**src/rtl/lsu_data_port_if.sv**
```systemverilog
// rtl/lsu_data_port_if.sv - request/response and data-memory signals of the load/store unit
interface lsu_data_port_if;
   // Core-side request
   logic        req_valid;
   logic        req_ready;
   logic        req_we;
   logic [2:0]  req_funct3;
   logic [31:0] req_addr;
   logic [31:0] req_wdata;
   // Core-side response
   logic        rsp_valid;
   logic [31:0] rsp_rdata;
   logic        rsp_misaligned;
   logic        rsp_fault;
   // Data memory
   logic [31:0] mem_addr;
   logic [31:0] mem_wdata;
   logic [3:0]  mem_ctrl;
   logic        mem_wr_en;
   logic        mem_rd_en;
   logic [31:0] mem_rdata;
   logic        mem_available;

   // master: the environment (core memory stage plus data memory)
   modport master (
      output req_valid, req_we, req_funct3, req_addr, req_wdata, mem_rdata, mem_available,
      input  req_ready, rsp_valid, rsp_rdata, rsp_misaligned, rsp_fault,
      input  mem_addr, mem_wdata, mem_ctrl, mem_wr_en, mem_rd_en
   );

   // slave: the load/store unit itself
   modport slave (
      input  req_valid, req_we, req_funct3, req_addr, req_wdata, mem_rdata, mem_available,
      output req_ready, rsp_valid, rsp_rdata, rsp_misaligned, rsp_fault,
      output mem_addr, mem_wdata, mem_ctrl, mem_wr_en, mem_rd_en
   );
endinterface

```
**src/rtl/lsu_data_port.sv**
```systemverilog
// rtl/lsu_data_port.sv - load/store unit: checks, lane steering and load extension
module lsu_data_port #(
   parameter int unsigned ADDR_LIMIT = 65536
) (
   input logic            clk,
   input logic            rst_n,
   lsu_data_port_if.slave bus
);

   typedef enum logic [1:0] {IDLE, ACCESS, LOAD_DATA, RESP} state_t;

   state_t      state_q, state_d;
   logic [31:0] addr_q, wdata_q, rdata_q;
   logic        we_q, mis_q, flt_q;
   logic [2:0]  f3_q;

   logic        accept;
   logic        illegal_d, mis_d, flt_d;
   logic [2:0]  size_d;
   logic [32:0] end_addr_d;
   logic [3:0]  lane_ctrl;
   logic [7:0]  sel_byte;
   logic [15:0] sel_half;
   logic [31:0] load_val;

   assign accept = bus.req_valid && (state_q == IDLE);

   // Classify the incoming request: illegal encoding, misalignment, then range
   always_comb begin
      case (bus.req_funct3[1:0])
         2'b00:   size_d = 3'd1;
         2'b01:   size_d = 3'd2;
         default: size_d = 3'd4;
      endcase
      illegal_d = (bus.req_funct3 == 3'b011) || (bus.req_funct3[2] && bus.req_funct3[1])
               || (bus.req_we && bus.req_funct3[2]);
      mis_d = !illegal_d &&
              (((bus.req_funct3[1:0] == 2'b01) && bus.req_addr[0]) ||
               ((bus.req_funct3[1:0] == 2'b10) && (bus.req_addr[1:0] != 2'b00)));
      // 33-bit sum so accesses near the top of the 32-bit space cannot wrap into range
      end_addr_d = {1'b0, bus.req_addr} + {30'b0, size_d};
      flt_d = illegal_d || (!mis_d && (end_addr_d > 33'(ADDR_LIMIT)));
   end

   // State register
   always_ff @(posedge clk or negedge rst_n) begin
      if (!rst_n) state_q <= IDLE;
      else        state_q <= state_d;
   end

   // Next-state logic; memory stalls only hold the two memory-facing states
   always_comb begin
      state_d = state_q;
      case (state_q)
         IDLE:      if (accept) state_d = (mis_d || flt_d) ? RESP : ACCESS;
         ACCESS:    if (bus.mem_available) state_d = we_q ? RESP : LOAD_DATA;
         LOAD_DATA: if (bus.mem_available) state_d = RESP;
         RESP:      state_d = IDLE;
         default:   state_d = IDLE;
      endcase
   end

   // Byte-lane strobes and load extraction from the registered request
   always_comb begin
      case (f3_q[1:0])
         2'b00:   lane_ctrl = 4'b0001 << addr_q[1:0];
         2'b01:   lane_ctrl = 4'b0011 << {addr_q[1], 1'b0};
         default: lane_ctrl = 4'b1111;
      endcase
      sel_byte = bus.mem_rdata[{addr_q[1:0], 3'b000} +: 8];
      sel_half = bus.mem_rdata[{addr_q[1], 4'b0000} +: 16];
      case (f3_q)
         3'b000:  load_val = {{24{sel_byte[7]}}, sel_byte};
         3'b100:  load_val = {24'b0, sel_byte};
         3'b001:  load_val = {{16{sel_half[15]}}, sel_half};
         3'b101:  load_val = {16'b0, sel_half};
         default: load_val = bus.mem_rdata;
      endcase
   end

   // Request capture; response fields are reloaded on every acceptance so
   // error flags are already valid when an error goes straight to RESP
   always_ff @(posedge clk or negedge rst_n) begin
      if (!rst_n) begin
         addr_q  <= '0;
         wdata_q <= '0;
         we_q    <= 1'b0;
         f3_q    <= '0;
         rdata_q <= '0;
         mis_q   <= 1'b0;
         flt_q   <= 1'b0;
      end else if (accept) begin
         addr_q  <= bus.req_addr;
         wdata_q <= bus.req_wdata;
         we_q    <= bus.req_we;
         f3_q    <= bus.req_funct3;
         rdata_q <= '0;
         mis_q   <= mis_d;
         flt_q   <= flt_d;
      end else if ((state_q == LOAD_DATA) && bus.mem_available) begin
         rdata_q <= load_val;
      end
   end

   assign bus.req_ready      = (state_q == IDLE);
   assign bus.rsp_valid      = (state_q == RESP);
   assign bus.rsp_rdata      = rdata_q;
   assign bus.rsp_misaligned = mis_q;
   assign bus.rsp_fault      = flt_q;
   assign bus.mem_addr       = {addr_q[31:2], 2'b00};
   assign bus.mem_wdata      = wdata_q << {addr_q[1:0], 3'b000};
   assign bus.mem_ctrl       = (state_q == ACCESS) ? lane_ctrl : 4'b0000;
   assign bus.mem_wr_en      = (state_q == ACCESS) && we_q;
   assign bus.mem_rd_en      = (state_q == ACCESS) && !we_q;

endmodule

```
**src/flat_wrapper.sv**
```systemverilog
// flat-port wrapper written by rule: the top's interface ports become plain ports
module lsu_data_port_flat 
#(
   parameter int unsigned ADDR_LIMIT = 65536
)
  (clk, rst_n, bus_req_valid, bus_req_we, bus_req_funct3, bus_req_addr, bus_req_wdata, bus_mem_rdata, bus_mem_available, bus_req_ready, bus_rsp_valid, bus_rsp_rdata, bus_rsp_misaligned, bus_rsp_fault, bus_mem_addr, bus_mem_wdata, bus_mem_ctrl, bus_mem_wr_en, bus_mem_rd_en);
  lsu_data_port_if bus_i ();
  input logic clk;
  input logic rst_n;
  input wire logic [$bits(bus_i.req_valid)-1:0] bus_req_valid;
  input wire logic [$bits(bus_i.req_we)-1:0] bus_req_we;
  input wire logic [$bits(bus_i.req_funct3)-1:0] bus_req_funct3;
  input wire logic [$bits(bus_i.req_addr)-1:0] bus_req_addr;
  input wire logic [$bits(bus_i.req_wdata)-1:0] bus_req_wdata;
  input wire logic [$bits(bus_i.mem_rdata)-1:0] bus_mem_rdata;
  input wire logic [$bits(bus_i.mem_available)-1:0] bus_mem_available;
  output wire logic [$bits(bus_i.req_ready)-1:0] bus_req_ready;
  output wire logic [$bits(bus_i.rsp_valid)-1:0] bus_rsp_valid;
  output wire logic [$bits(bus_i.rsp_rdata)-1:0] bus_rsp_rdata;
  output wire logic [$bits(bus_i.rsp_misaligned)-1:0] bus_rsp_misaligned;
  output wire logic [$bits(bus_i.rsp_fault)-1:0] bus_rsp_fault;
  output wire logic [$bits(bus_i.mem_addr)-1:0] bus_mem_addr;
  output wire logic [$bits(bus_i.mem_wdata)-1:0] bus_mem_wdata;
  output wire logic [$bits(bus_i.mem_ctrl)-1:0] bus_mem_ctrl;
  output wire logic [$bits(bus_i.mem_wr_en)-1:0] bus_mem_wr_en;
  output wire logic [$bits(bus_i.mem_rd_en)-1:0] bus_mem_rd_en;
  assign bus_i.req_valid = bus_req_valid;
  assign bus_i.req_we = bus_req_we;
  assign bus_i.req_funct3 = bus_req_funct3;
  assign bus_i.req_addr = bus_req_addr;
  assign bus_i.req_wdata = bus_req_wdata;
  assign bus_i.mem_rdata = bus_mem_rdata;
  assign bus_i.mem_available = bus_mem_available;
  assign bus_req_ready = bus_i.req_ready;
  assign bus_rsp_valid = bus_i.rsp_valid;
  assign bus_rsp_rdata = bus_i.rsp_rdata;
  assign bus_rsp_misaligned = bus_i.rsp_misaligned;
  assign bus_rsp_fault = bus_i.rsp_fault;
  assign bus_mem_addr = bus_i.mem_addr;
  assign bus_mem_wdata = bus_i.mem_wdata;
  assign bus_mem_ctrl = bus_i.mem_ctrl;
  assign bus_mem_wr_en = bus_i.mem_wr_en;
  assign bus_mem_rd_en = bus_i.mem_rd_en;
  lsu_data_port #(.ADDR_LIMIT(ADDR_LIMIT)) u_core (.clk(clk), .rst_n(rst_n), .bus(bus_i));
endmodule
```
**config.mk**
```make
export PLATFORM = sky130hd
export DESIGN_NAME = lsu_data_port_flat
export DESIGN_NICKNAME = d
export VERILOG_FILES = /design/src/rtl/lsu_data_port_if.sv /design/src/rtl/lsu_data_port.sv /design/src/flat_wrapper.sv
export SDC_FILE = /design/constraint.sdc
export NUM_CORES = 1
export LEC_CHECK = 0
export ABC_AREA = 1
export CAP_MARGIN = 20
export CORE_MARGIN = 2
export CORE_UTILIZATION = 42
export CTS_CLUSTER_SIZE = 12
export DETAILED_ROUTE_END_ITERATION = 7
export HOLD_SLACK_MARGIN = 0.05
export PLACE_DENSITY = 0.84
export SETUP_SLACK_MARGIN = 0.05
export SYNTH_ARGS = -nofsm -noshare
export SYNTH_HDL_FRONTEND = slang
export SYNTH_SLANG_ARGS = --single-unit
```
**constraint.sdc**
```tcl
create_clock -name clk -period 1.82 [get_ports clk]
set_input_delay 0.364 -clock clk [delete_from_list [all_inputs] [get_ports clk]]
set_output_delay 0.364 -clock clk [all_outputs]
set_load 0.05 [all_outputs]
```
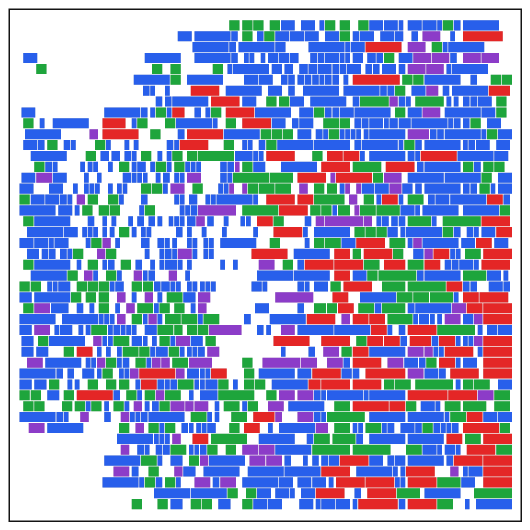
Figure 1: sizing map.
Drawn at 4 px/um.
_6 and larger: in red, cells 108. _0 and _1 cells: in blue, cells 689. _3 and _4 cells: in green, cells 255. _2 cells: in purple, cells 105.

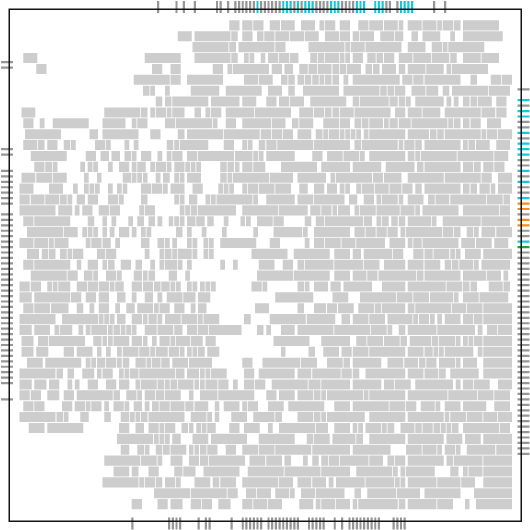
Figure 2: pin map.
Drawn at 4 px/um. Pins as bars across the die edge, other pins in gray.
bus_mem_rdata: in cyan, pins 32, direction input, edge 21 top, 11 right. bus_rsp_fault: in green, pins 1, direction output, edge right. bus_mem_ctrl: in orange, pins 4, direction output, edge right.
All pins by edge: 67 right, 55 top, 44 left, 44 bottom.
IO Port Bufs: 207
die x size: 127.6 um
Die Y-Extent: 127.6 um

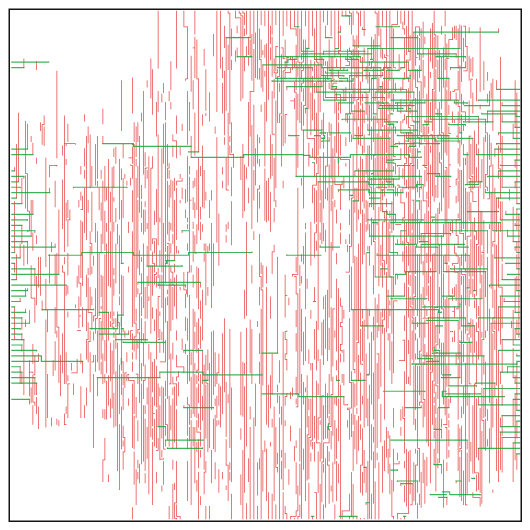
Figure 3: wiring by layer.
Drawn at 4 px/um. Two of the layers only.
metal 3: in green, wire length 2030 um. metal 2: in red, wire length 13800 um.

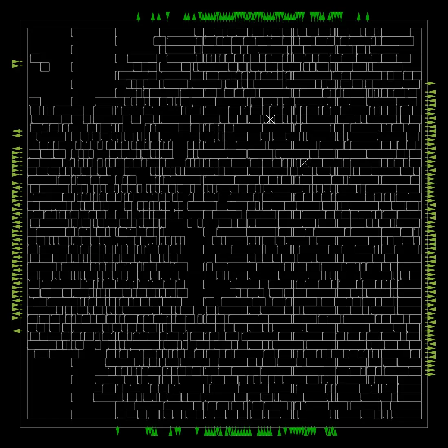
Figure 4: cell placement.
registers: 104
Util after Layout: 75.44%
Post-Layout Cell Count: 1346

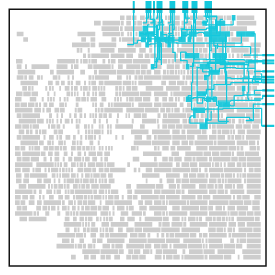
Figure 5: nets reached from selected ports.
Drawn at 2 px/um.
bus_mem_rdata: in cyan, bits 32, direction input, end cells 50, buffers 33, wire 1370 um.

==> ci_impl_report.md <==
## Implementation flow summary

| Metric | Value |
|---|---|
| Failing checks | design-rule violations, negative setup slack |
| Worst-path maximum fanout | 8 |
| Sum of buffers and inverters on the critical path | 3 |
| Fillcell total | slightly below 1000 |
| Met1 Usage GRT | between 30% and 40% |
| Data buffer area share | between 30% and 40% |
| Adder Area Share | under 10% |
| Fraction of layout cells with a size suffix above 1 | between 40% and 50% |
| Tcrit/Tclk final | 117.6% |
| Crit-path slowest cell | dfrtp_2 |
| CP startpoint kind | flip-flop |
| Number of setup violations in the final report | 58 |
| P_clk | between 1.5 and 2 mW |
| Die area | about 16000 sq um |
| Crit path cell chain | buf_8, nor2_4, nor2_4, o21ai_4, o221ai_4, nand2_2, nor2_4, inv_2, a22oi_4, buf_12, o211ai_1, nand2_1 |
| Status | complete, but fails checks |
| DR DRC count | 4 |
| Final WS setup | -0.3201 ns |
| Fmax | about 470 MHz |
| Post-detail-place hpwl | between 15 and 20 mm |
